`src/rtl/uart_pkg.sv`:
```
// Shared types and defaults for the UART transmit scheduler.
package uart_pkg;
  localparam int NREQ_DEF         = 4;
  localparam int BUSY_TIMEOUT_DEF = 16;

  typedef enum logic [2:0] {
    IDLE,
    LAUNCH,
    WAIT_BUSY,
    WAIT_DONE,
    ACK
  } state_t;

  function automatic int wrap_inc(input int i, input int n);
    return (i + 1 >= n) ? 0 : i + 1;
  endfunction
endpackage

```
`src/rtl/uart_tx_sched_if.sv`:
```
// Requester-side and transmitter-side signals of the scheduler, bundled.
interface uart_tx_sched_if
  import uart_pkg::*;
#(
  parameter int NREQ = NREQ_DEF
);
  localparam int IDX_W = (NREQ > 1) ? $clog2(NREQ) : 1;

  logic [NREQ-1:0]       req;
  logic [NREQ-1:0][7:0]  req_data;
  logic [NREQ-1:0]       req_par_en;
  logic [NREQ-1:0]       req_par_typ;
  logic [NREQ-1:0]       ack;
  logic [IDX_W-1:0]      gnt_id;
  logic                  timeout_err;
  logic                  DATA_VALID;
  logic [7:0]            P_DATA;
  logic                  PAR_EN;
  logic                  PAR_TYP;
  logic                  Busy;

  modport slave (
    input  req, req_data, req_par_en, req_par_typ, Busy,
    output ack, gnt_id, timeout_err, DATA_VALID, P_DATA, PAR_EN, PAR_TYP
  );

  modport master (
    output req, req_data, req_par_en, req_par_typ, Busy,
    input  ack, gnt_id, timeout_err, DATA_VALID, P_DATA, PAR_EN, PAR_TYP
  );
endinterface

```
`src/rtl/uart_tx_sched_rr_arbiter.sv`:
```
// Combinational round-robin pick: first set req bit searching ptr, ptr+1, ... mod NREQ.
module rr_arbiter #(
  parameter  int NREQ  = 4,
  localparam int IDX_W = (NREQ > 1) ? $clog2(NREQ) : 1
) (
  input  logic [NREQ-1:0]  req,
  input  logic [IDX_W-1:0] ptr,
  output logic             valid,
  output logic [IDX_W-1:0] index
);
  // Walk from the farthest offset down so the nearest one to ptr wins.
  always_comb begin
    valid = 1'b0;
    index = '0;
    for (int i = NREQ - 1; i >= 0; i--) begin
      if (req[(int'(ptr) + i) % NREQ]) begin
        valid = 1'b1;
        index = IDX_W'((int'(ptr) + i) % NREQ);
      end
    end
  end
endmodule

```
`src/rtl/uart_tx_sched.sv`:
```
// Shares one UART transmitter among NREQ requesters with round-robin grant,
// launch strobe, Busy-rise timeout and per-requester ack. All outputs registered.
module uart_tx_sched
  import uart_pkg::*;
#(
  parameter int NREQ         = NREQ_DEF,
  parameter int BUSY_TIMEOUT = BUSY_TIMEOUT_DEF
) (
  input  logic            clk,
  input  logic            reset,
  uart_tx_sched_if.slave  bus
);
  localparam int IDX_W = (NREQ > 1) ? $clog2(NREQ) : 1;
  localparam int CNT_W = $clog2(BUSY_TIMEOUT + 1);

  state_t            state, state_nxt;
  logic [IDX_W-1:0]  ptr, ptr_nxt;
  logic [IDX_W-1:0]  gnt, gnt_nxt;
  logic [CNT_W-1:0]  cnt, cnt_nxt;
  logic [NREQ-1:0]   ack, ack_nxt;
  logic              tmo, tmo_nxt;
  logic              dv, dv_nxt;
  logic [7:0]        pdata, pdata_nxt;
  logic              pen, pen_nxt;
  logic              ptyp, ptyp_nxt;

  logic              arb_valid;
  logic [IDX_W-1:0]  arb_idx;
  logic [IDX_W-1:0]  gnt_inc;

  rr_arbiter #(.NREQ(NREQ)) u_arb (
    .req   (bus.req),
    .ptr   (ptr),
    .valid (arb_valid),
    .index (arb_idx)
  );

  assign gnt_inc = IDX_W'(wrap_inc(int'(gnt), NREQ));

  // Outputs are computed on the transition into a state so they are
  // visible, registered, during that state (DATA_VALID in LAUNCH, ack in ACK).
  always_comb begin
    state_nxt = state;
    ptr_nxt   = ptr;
    gnt_nxt   = gnt;
    cnt_nxt   = cnt;
    ack_nxt   = '0;
    tmo_nxt   = 1'b0;
    dv_nxt    = 1'b0;
    pdata_nxt = pdata;
    pen_nxt   = pen;
    ptyp_nxt  = ptyp;
    case (state)
      IDLE: begin
        if (arb_valid) begin
          gnt_nxt   = arb_idx;
          pdata_nxt = bus.req_data[arb_idx];
          pen_nxt   = bus.req_par_en[arb_idx];
          ptyp_nxt  = bus.req_par_typ[arb_idx];
          dv_nxt    = 1'b1;
          state_nxt = LAUNCH;
        end
      end
      LAUNCH: begin
        cnt_nxt   = '0;
        state_nxt = WAIT_BUSY;
      end
      WAIT_BUSY: begin
        if (bus.Busy) begin
          state_nxt = WAIT_DONE;
        end else begin
          cnt_nxt = cnt + 1'b1;
          if (int'(cnt_nxt) >= BUSY_TIMEOUT - 1) begin
            tmo_nxt   = 1'b1;
            ptr_nxt   = gnt_inc;
            state_nxt = IDLE;
          end
        end
      end
      WAIT_DONE: begin
        if (!bus.Busy) begin
          ack_nxt[gnt] = 1'b1;
          ptr_nxt      = gnt_inc;
          state_nxt    = ACK;
        end
      end
      ACK:     state_nxt = IDLE;
      default: state_nxt = IDLE;
    endcase
  end

  always_ff @(posedge clk) begin
    if (reset) begin
      state <= IDLE;
      ptr   <= '0;
      gnt   <= '0;
      cnt   <= '0;
      ack   <= '0;
      tmo   <= 1'b0;
      dv    <= 1'b0;
      pdata <= '0;
      pen   <= 1'b0;
      ptyp  <= 1'b0;
    end else begin
      state <= state_nxt;
      ptr   <= ptr_nxt;
      gnt   <= gnt_nxt;
      cnt   <= cnt_nxt;
      ack   <= ack_nxt;
      tmo   <= tmo_nxt;
      dv    <= dv_nxt;
      pdata <= pdata_nxt;
      pen   <= pen_nxt;
      ptyp  <= ptyp_nxt;
    end
  end

  assign bus.ack         = ack;
  assign bus.gnt_id      = gnt;
  assign bus.timeout_err = tmo;
  assign bus.DATA_VALID  = dv;
  assign bus.P_DATA      = pdata;
  assign bus.PAR_EN      = pen;
  assign bus.PAR_TYP     = ptyp;
endmodule

```
`src/flat_wrapper.sv`:
```
// flat-port wrapper written by rule: the top's interface ports become plain ports
module uart_tx_sched_flat import uart_pkg::*;
#(
  parameter int NREQ         = NREQ_DEF,
  parameter int BUSY_TIMEOUT = BUSY_TIMEOUT_DEF
)
  (clk, reset, bus_req, bus_req_data, bus_req_par_en, bus_req_par_typ, bus_Busy, bus_ack, bus_gnt_id, bus_timeout_err, bus_DATA_VALID, bus_P_DATA, bus_PAR_EN, bus_PAR_TYP);
  uart_tx_sched_if #(.NREQ(NREQ)) bus_i ();
  input  logic clk;
  input  logic reset;
  input wire logic [$bits(bus_i.req)-1:0] bus_req;
  input wire logic [$bits(bus_i.req_data)-1:0] bus_req_data;
  input wire logic [$bits(bus_i.req_par_en)-1:0] bus_req_par_en;
  input wire logic [$bits(bus_i.req_par_typ)-1:0] bus_req_par_typ;
  input wire logic [$bits(bus_i.Busy)-1:0] bus_Busy;
  output wire logic [$bits(bus_i.ack)-1:0] bus_ack;
  output wire logic [$bits(bus_i.gnt_id)-1:0] bus_gnt_id;
  output wire logic [$bits(bus_i.timeout_err)-1:0] bus_timeout_err;
  output wire logic [$bits(bus_i.DATA_VALID)-1:0] bus_DATA_VALID;
  output wire logic [$bits(bus_i.P_DATA)-1:0] bus_P_DATA;
  output wire logic [$bits(bus_i.PAR_EN)-1:0] bus_PAR_EN;
  output wire logic [$bits(bus_i.PAR_TYP)-1:0] bus_PAR_TYP;
  assign bus_i.req = bus_req;
  assign bus_i.req_data = bus_req_data;
  assign bus_i.req_par_en = bus_req_par_en;
  assign bus_i.req_par_typ = bus_req_par_typ;
  assign bus_i.Busy = bus_Busy;
  assign bus_ack = bus_i.ack;
  assign bus_gnt_id = bus_i.gnt_id;
  assign bus_timeout_err = bus_i.timeout_err;
  assign bus_DATA_VALID = bus_i.DATA_VALID;
  assign bus_P_DATA = bus_i.P_DATA;
  assign bus_PAR_EN = bus_i.PAR_EN;
  assign bus_PAR_TYP = bus_i.PAR_TYP;
  uart_tx_sched #(.NREQ(NREQ), .BUSY_TIMEOUT(BUSY_TIMEOUT)) u_core (.clk(clk), .reset(reset), .bus(bus_i));
endmodule
```
`config.mk`:
```
export PLATFORM = sky130hd
export DESIGN_NAME = uart_tx_sched_flat
export DESIGN_NICKNAME = d
export VERILOG_FILES = /design/src/rtl/uart_pkg.sv /design/src/rtl/uart_tx_sched_if.sv /design/src/rtl/uart_tx_sched_rr_arbiter.sv /design/src/rtl/uart_tx_sched.sv /design/src/flat_wrapper.sv
export SDC_FILE = /design/constraint.sdc
export NUM_CORES = 1
export LEC_CHECK = 0
export CELL_PAD_IN_SITES_DETAIL_PLACEMENT = 1
export CELL_PAD_IN_SITES_GLOBAL_PLACEMENT = 2
export CORE_MARGIN = 2
export CORE_UTILIZATION = 26
export CTS_CLUSTER_SIZE = 16
export DETAILED_ROUTE_END_ITERATION = 12
export PLACE_DENSITY_LB_ADDON = 0.08
export SETUP_SLACK_MARGIN = 0.02
export SLEW_MARGIN = 20
export SYNTH_ARGS = -nofsm -noshare
export SYNTH_HDL_FRONTEND = slang
export SYNTH_SLANG_ARGS = --single-unit
```
`constraint.sdc`:
```
create_clock -name clk -period 4.3 [get_ports clk]
set_input_delay 0.43 -clock clk [delete_from_list [all_inputs] [get_ports clk]]
set_output_delay 0.43 -clock clk [all_outputs]
set_load 0.05 [all_outputs]
```
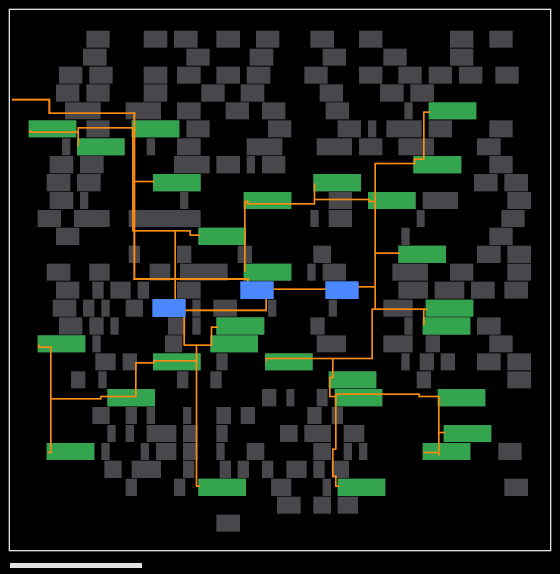
*Clock wires, drivers and flops, run 1*
Bar = 20 µm.
[green] flip-flops | count: 28
[blue] cells driving clock nets | count: 3
[orange] clock wires | length: 402 µm
routed clock nets	4

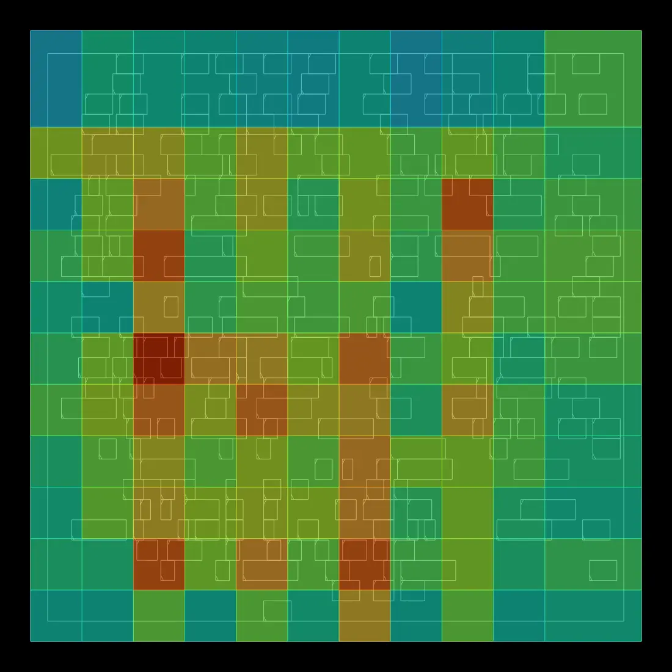
*Routing congestion, run 1*
most used routing layer: met2
final cell utilization of the core: 39.7%
WL/cell: 15.0 µm
met3 Use GR: 2.75%
met2 GRT Util: 22.0%

==> qor.yml, run 1 <==
floorplan:
  die_w_um: 82.0
  core-area_um2: 5890
  die-area_um2: 6720
  num_rows: 28
  fp_util_pct: 26.8
  pin_count: 65
place:
  post_dp_cell_area_um2: 2270
  pre_cts_slack_ps: 1890
  hpwl_mm: 3.58
  numPortBuffers: 64
  gp_congestion: 0.773
route:
  num_vias: 1449
  routed_wl_mm: 4.48
  drtIter0Drc: 46
  viasPerCell: 4.85
  postRouteAntennaNets: 0
  drc: 0
  first_pass_iters: 4
cells_and_area:
  nets: 279
  finish.instance_area_um2: 2340
  synthToLayoutAreaGrowth_pct: 47.9
  drive_above_1_share_pct: 8.93
yosys:
  ys_seq_share_pct: 35.5
  common_cells: "28 x dfxtp_1, 23 x mux2i_1, 16 x nand2_1, 10 x o221ai_2, 9 x nor2_1"
  synth_area_per_cell_um2: 9.64
  synth.top_cell.area_share_pct: 35.5
  yosysMostFrequentCell: "dfxtp_1"
  ys_cells: 164
  ys.flop_type: "dfxtp_1"
  synthCells: 164
  yosysTopAreaCell: "dfxtp_1"
  synth.distinct_cells: 33
  synthesis.area_um2: 1580
  yosys-top-cells-area: "dfxtp_1 35%, mux2i_1 15%, o221ai_2 9.5%, ha_1 5.5%, nand2_1 3.8%"
  yosys_area_um2: 1580
  edf_count: 0
  async_flop_share_pct: 0
  yosys_warnings: 0
timing:
  fin_skew_ps: 4.15
  hold_violations: 0
  timing.final.crit_share_pct: 50.8
  worstMarginPinSlew_ps: 687
  maxSlewHeadroom_pct: 54.0
  finalSetupViolCount: 0
  max_freq_mhz: 458
  setup_tns_ps: 0
  rsz0062_at_grt: "no"
  fin_crit_ps: 2180
  setup_ws_ps: 2120
grt:
  grt_pass1_wl_mm: 6.88
  grt_pass1_vias: 1468
  grt.total_usage_pct: 13.0
  gr-total-overflow: 0
  grt_antenna_before_repair: 0
  grt_max_degree: 22
setup_path:
  worstPathMaxFanout: 7
  arrival_ps: 2350
  start_kind: "flip-flop"
  crit_type: "flip-flop to flip-flop"
  required_ps: 4470
clocking:
  root_buffer: "clkbuf_8"
  postCtsSetupBuffers: 0
  cts.sinks: 28
  h-tree-depth: 1
  cts_made_buffers: 3
  cts_tree: "yes"
  cts_max_path_buffers: 2
  ctsHoldBuffers: 0
  cts_resized: 0
power_and_ir_drop:
  p_leak_nw: 0.844
  ir_drop_mv: 0.199
  pwr_density_cell_nw_per_um2: 323
status:
  outcome: "finished, final reports clean"
flow_run:
  max-cap-violations: 0
  warnings: 31
worst_hold_path:
  hold_path_class: "flip-flop to flip-flop"
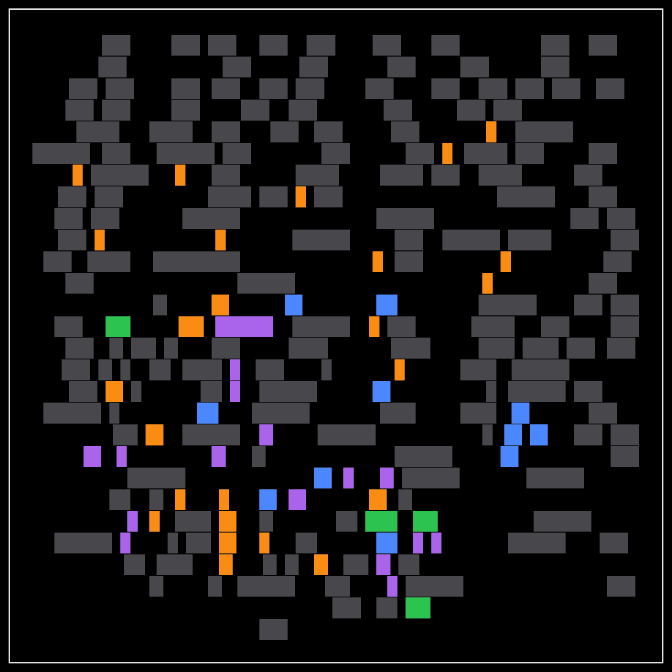
*Gate families picked out, run 1*
color	family	cells
green	AND-OR and OR-AND gates	4
blue	AND and OR gates	11
orange	NAND gates	25
purple	NOR gates	16

run 1: area by class of cell:
class                      count  area (µm²)
clock inverter                 1        30.0
fill                         690        3550
sequential                    28         561
multi-input combinational    120         937
tap                           75        93.8
clock buffer                   3        41.3
inverter                       7        26.3
timing repair buffer          65         648
run 1: worst paths after layout:
kind	cells after the start	startpoint	slack (ps)	to
hold reg to reg	2	u_core.bus.P_DATA[2]	480	u_core.bus.P_DATA[2]
hold / removal	2	u_core.bus.P_DATA[2]	480	u_core.bus.P_DATA[2]
setup reg to reg	7	u_core.cnt[0]	2120	u_core.ptr[0]
setup / recovery	7	u_core.cnt[0]	2120	u_core.ptr[0]
run 1: stage by stage:
stage	power [mW]	std cells
2_1_floorplan	0.458	164
6_report	0.754	299
3_3_place_gp	0.548	295
3_5_place_dp	0.554	295
5_1_grt	0.793	299
4_1_cts	0.770	299
run 1: layout by cell type, fill, tap and decap left out, types with 2 or more instances in the layout:
cell             count
a22oi_1              4
nand2b_1             5
dfxtp_1             28
a22o_1               3
o21ai_0              5
and2_1               5
ha_1                 7
inv_1                7
xnor2_1              2
a21oi_1              7
clkbuf_8             3
nand2_1             16
clkdlybuf4s50_1     64
mux2i_1             23
nor2_1               9
nor3_1               4
or3_1                2
o221ai_2            10
nand3_1              2
or4_1                3
run 1: cells by family (layout without fill, tap and decap cells):
| kind of cell | after synthesis | after routing | synth area share [%] |
|---|---|---|---|
| adders and majority gates | 7 | 7 | 5.54 |
| buffers and inverters | 16 | 76 | 5.46 |
| AOI/OAI and AO/OA | 36 | 36 | 20.4 |
| xor gates and xnor gates | 2 | 2 | 1.11 |
| DFF | 28 | 28 | 35.5 |
| muxes | 23 | 23 | 14.6 |
| and+or+nand+nor | 52 | 52 | 17.4 |
run 1: flip-flops by register name (all words and copies together) (netlist names):
name,cells
u_core.bus.P_DATA,8
u_core.cnt,5
u_core.bus.ack,4
u_core.state,3
u_core.bus.gnt_id,2
u_core.ptr,2
u_core.bus.DATA_VALID,1
u_core.bus.PAR_EN,1
u_core.bus.PAR_TYP,1
u_core.bus.timeout_err,1
run 1: layer usage:
layer	up-vias	part of all wire (%)	GRT usage (%)	wire (µm)
met5	-	0	0	0
met4	0	0.56	2.00	25
met3	2	3.9	2.75	176
met2	29	50	22.0	2220
met1	699	46	17.3	2050
li1	719	-	-	-
run 1: worst max-delay path, cell delays in order, from the launching register on:
cell and delay (ps):
dfxtp_1 450, inv_1 70, ha_1 310, nor2_1 110
a2bb2oi_1 280, a211oi_1 180, or4_1 570, o31ai_1 110
run 1: power by group:
| group | leakage, nW | internal [mW] | switching [mW] | total [mW] |
|---|---|---|---|---|
| Combinational | 0.580 | 0.107 | 0.134 | 0.242 |
| Sequential | 0.229 | 0.281 | 0.0221 | 0.303 |
| Clock | 0.0357 | 0.125 | 0.0848 | 0.209 |
| Total | 0.844 | 0.513 | 0.241 | 0.754 |
==> run 2, diff against run 1 <==
- CORE_UTILIZATION: 26 -> 22
- clock period: 4.3 -> 1.8 ns (I/O delays scaled with it)
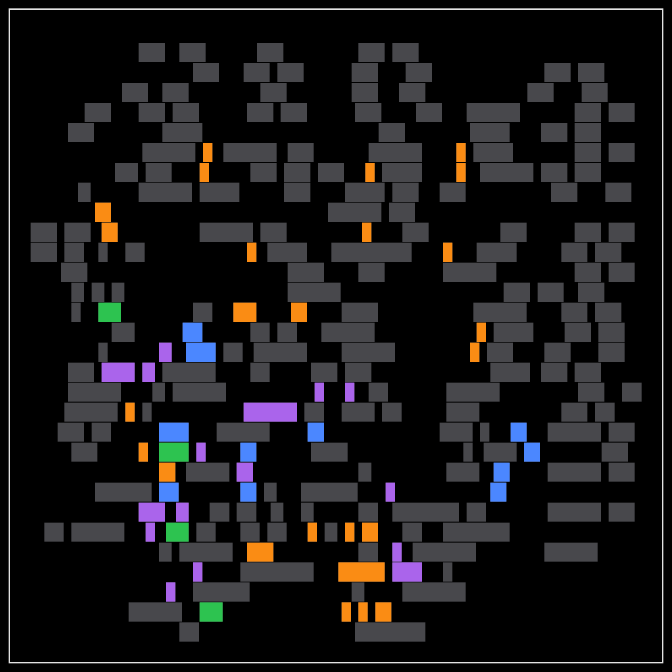
*Gate families picked out, run 2*
color	family	cells
green	AND-OR and OR-AND gates	4
orange	NAND gates	25
purple	NOR gates	16
blue	AND and OR gates	11

==> run 2 against run 1 <==
Against the previous run:
- clock power up 140%
- cell count rose by 13%
- final area up 14%
- core utilization fell by 1.0 points
- worst hold slack got worse by 1.9 ps
==> qor.yml, run 2 <==
status:
  outcome: "finished, final reports clean"  # unchanged
setup_path:
  path_delay_family: "simple AND/OR/NAND/NOR gates"  # unchanged
  end_kind: "flip-flop"  # unchanged
  worst-path-buf-inv: 1  # unchanged
  path_cells: "inv_2, ha_4, nor2_4, a2bb2oi_4, a211oi_4, or4_4, o31ai_4"  # was inv_1, ha_1, nor2_1, a2bb2oi_1, a211oi_1, or4_1, o31ai_1
  arrival_ps: 1940  # was 2350 ps
  r2r_slack_ps: 70  # was 2120 ps
  rr_endpoint: "u_core.ptr[0]"  # unchanged
  rr_startpoint: "u_core.cnt[0]"  # unchanged
  start_kind: "flip-flop"  # unchanged
  worstPathMaxFanout: 3  # was 7
  required_ps: 2010  # was 4470 ps
  slowest_delay_ps: 540  # was 570 ps
  cp_slowest_cell: "or4_4"  # was or4_1
  crit_type: "flip-flop to flip-flop"  # unchanged
  r2r_cells: 7  # unchanged
place:
  place_inst: 331  # was 295
  hpwl_mm: 4.05  # was 3.58 mm
  gp_congestion: 0.701  # was 0.773
  post_dp_cell_area_um2: 2420  # was 2270 µm²
  numPortBuffers: 64  # unchanged
  pre_cts_slack_ps: -272  # was 1890 ps
floorplan:
  num_rows: 30  # was 28
  die_w_um: 88.8  # was 82.0 µm
  fp_util_pct: 23.0  # was 26.8%
  core-area_um2: 6870  # was 5890 µm²
  die-area_um2: 7880  # was 6720 µm²
  dieHeight_um: 88.8  # was 82.0 µm
  pin_count: 65  # unchanged
cells_and_area:
  nets: 296  # was 279
  fin_cells: 337  # was 299
  final_common_cell: "clkdlybuf4s50_1"  # unchanged
  finish.instance_area_um2: 2660  # was 2340 µm²
  antenna_cells: 0  # unchanged
  synthToLayoutAreaGrowth_pct: 68.3  # was 47.9%
  largest_register_ffs: 8  # unchanged
  final_core_util_pct: 38.7  # was 39.7%
  drive_above_1_share_pct: 24.9  # was 8.93%
  final_cell_mix: "61 x clkdlybuf4s50_1, 24 x dfxtp_1, 23 x mux2i_1, 19 x buf_4, 16 x nand2_1"  # was 64 x clkdlybuf4s50_1, 28 x dfxtp_1, 23 x mux2i_1, 16 x nand2_1, 10 x o221ai_2
worst_hold_path:
  whs_endpoint: "u_core.bus.PAR_EN"  # was u_core.bus.P_DATA[2]
  hp-start: "u_core.bus.PAR_EN"  # was u_core.bus.P_DATA[2]
  hold_path_class: "flip-flop to flip-flop"  # unchanged
  whs_path_depth: 2  # unchanged
yosys:
  ys_seq_share_pct: 35.5  # unchanged
  ys_cells: 164  # unchanged
  common_cells: "28 x dfxtp_1, 23 x mux2i_1, 16 x nand2_1, 10 x o221ai_2, 9 x nor2_1"  # unchanged
  yosysTopAreaCell: "dfxtp_1"  # unchanged
  yosys_warnings: 0  # unchanged
  yosysMostFrequentCell: "dfxtp_1"  # unchanged
  ys.flop_type: "dfxtp_1"  # unchanged
  ys_ff: 28  # unchanged
  synthCells: 164  # unchanged
  yosys_area_um2: 1580  # unchanged
  synth_area_per_cell_um2: 9.64  # unchanged
  synth.distinct_cells: 33  # unchanged
  yosys-top-cells-area: "dfxtp_1 35%, mux2i_1 15%, o221ai_2 9.5%, ha_1 5.5%, nand2_1 3.8%"  # unchanged
  async_flop_share_pct: 0  # unchanged
  edf_count: 0  # unchanged
  synthesis.area_um2: 1580  # unchanged
  fp_nets: 218  # unchanged
  synth.top_cell.area_share_pct: 35.5  # unchanged
power_and_ir_drop:
  switching_share_pct: 32.4  # was 32.0%
  ir_drop_mv: 0.284  # was 0.199 mV
  p_comb_share_pct: 36.2  # was 32.0%
  p_leak_nw: 0.977  # was 0.844 nW
  pwr_density_cell_nw_per_um2: 711  # was 323 nW/µm²
  p_sw_mw: 0.613  # was 0.241 mW
  clkPwrFrac_pct: 27.0  # was 27.8%
  seqPwrFrac_pct: 36.8  # was 40.2%
  p_int_mw: 1.28  # was 0.513 mW
timing:
  setup_ws_ps: 68.6  # was 2120 ps
  maxSlewHeadroom_pct: 62.8  # was 54.0%
  timing.final.crit_share_pct: 96.2  # was 50.8%
  max_freq_mhz: 578  # was 458 MHz
  fin_skew_ps: 12.8  # was 4.15 ps
  rsz0062_at_grt: "no"  # unchanged
  worstMarginPinSlew_ps: 556  # was 687 ps
  holdWs_ps: 476  # was 478 ps
  fin_crit_ps: 1730  # was 2180 ps
  finalSetupViolCount: 0  # unchanged
  hold_violations: 0  # unchanged
  slew_viol_final: 0  # unchanged
clocking:
  clkTransAtPathRegs_ps: 110  # was 100 ps
  h-tree-depth: 1  # unchanged
  cts_tree: "yes"  # unchanged
  cts_max_path_buffers: 2  # unchanged
  cts.sinks: 28  # unchanged
  clock_latency_ps: 280  # was 270 ps
  cts_made_buffers: 3  # unchanged
  root_buffer: "clkbuf_8"  # unchanged
route:
  postRouteAntennaNets: 0  # unchanged
  drtIter0Drc: 34  # was 46
  first_pass_iters: 4  # unchanged
  num_vias: 1522  # was 1,449
  viasPerCell: 4.52  # was 4.85
  routed_wl_mm: 5.11  # was 4.48 mm
  wl_per_cell_um: 15.2  # was 15.0 µm
  drc: 0  # unchanged
flow_run:
  max-cap-violations: 0  # unchanged
  warnings: 31  # unchanged
grt:
  met3_usage_pct: 2.15  # was 2.75%
  grt_pass1_wl_mm: 7.74  # was 6.88 mm
  met1_usage_pct: 17.4  # was 17.3%
  top_usage_layer: "met2"  # unchanged
  grt_pass1_vias: 1530  # was 1,468
  grt_use_met2_pct: 21.0  # was 22.0%
  grt.total_usage_pct: 12.7  # was 13.0%
  grt_max_degree: 22  # unchanged
  gr-total-overflow: 0  # unchanged
  grt_antenna_before_repair: 0  # unchanged
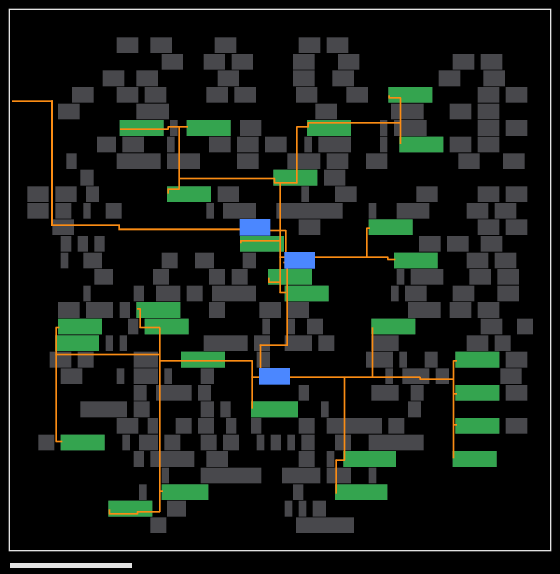
*Clock wires, drivers and flops, run 2*
Bar = 20 µm.
[orange] clock wires | length: 410 µm
[blue] cells driving clock nets | count: 3
[green] flip-flops | count: 28
flops lie	spread over the die
routed clock nets	4

[run 2: cell types whose count changed in the layout (fill, tap and decap cells not counted), sizes merged]
| cell | previous run | this run |
|---|---|---|
| buf | 1 | 21 |
| clkdlybuf4s50 | 64 | 61 |
[run 2: cell type report]
type / count / area [µm²]
multi-input cells: 120 / 1080
repair buffers: 82 / 793
flip-flops and latches: 28 / 571
well taps: 96 / 120
clock inverters: 1 / 30.0
fillers: 789 / 4210
inverters: 7 / 26.3
clock buffers: 3 / 41.3
[run 2: how the worst max path moves through the flow]
| stage | start | endpoint | slack [ps] | cells after the start |
|---|---|---|---|---|
| 6_report | u_core.cnt[0] | u_core.ptr[0] | 70 | 7 |
| 5_1_grt | bus_req[1] | u_core.bus.P_DATA[3] | 20 | 8 |
| 4_1_cts | u_core.cnt[0] | u_core.ptr[0] | 30 | 7 |
| 3_5_place_dp | bus_req[2] | u_core.bus.PAR_EN | -270 | 6 |
| 3_3_place_gp | bus_req[0] | u_core.bus.P_DATA[7] | -200 | 6 |
| 2_1_floorplan | u_core.cnt[0] | u_core.ptr[0] | 40 | 7 |
[run 2: tightest hold or removal path: cells and delay by family (launching register included)]
| family | cells | cell delay (ps) |
|---|---|---|
| AND/OR/NAND/NOR | 1 | 60 |
| flip-flops | 1 | 340 |
| AND-OR/OR-AND | 1 | 50 |
[run 2: kinds of logic (layout without fill, tap and decap cells)]
group | Yosys count | count (layout) | share of synthesized area [%]
xor+xnor | 2 | 2 | 1.11
mux | 23 | 23 | 14.6
compound gates | 36 | 36 | 20.4
buf+inv | 16 | 93 | 5.46
flops | 28 | 28 | 35.5
fa+ha+maj | 7 | 7 | 5.54
simple gates | 52 | 52 | 17.4
[run 2: power by group through the flow]
stage          combinational, mW  clock [mW]  sequential (mW)
2_1_floorplan              0.238           0            0.857
3_3_place_gp               0.656           0            0.710
3_5_place_dp               0.666           0            0.712
4_1_cts                    0.674       0.532            0.698
5_1_grt                    0.732       0.553            0.704
6_report                   0.684       0.511            0.697
[run 2: repair_timing]
action	4_1_cts	5_1_grt
pin swaps	4	7
buffers inserted	2	1
resized	5	24
endpoints found under the hold margin	0	0
hold buffers	0	0
setup endpoints to repair	4	12
[run 2: layer usage]
metal  vias to the layer above  part of all wire (%)
met3                         4                   5.4
met1                       728                    46
met4                         0                  0.67
li1                        747                     -
met5                         -                     0
met2                        43                    48
[run 2: stage by stage]
step	power, mW	TNS (ps)
detailed placement	1.38	-3000
CTS	1.90	0
global placement	1.37	-2050
finish	1.89	0
global route	1.99	0
floorplan	1.10	0
Power figures rest on the tool's default switching activity, not on a simulated workload.
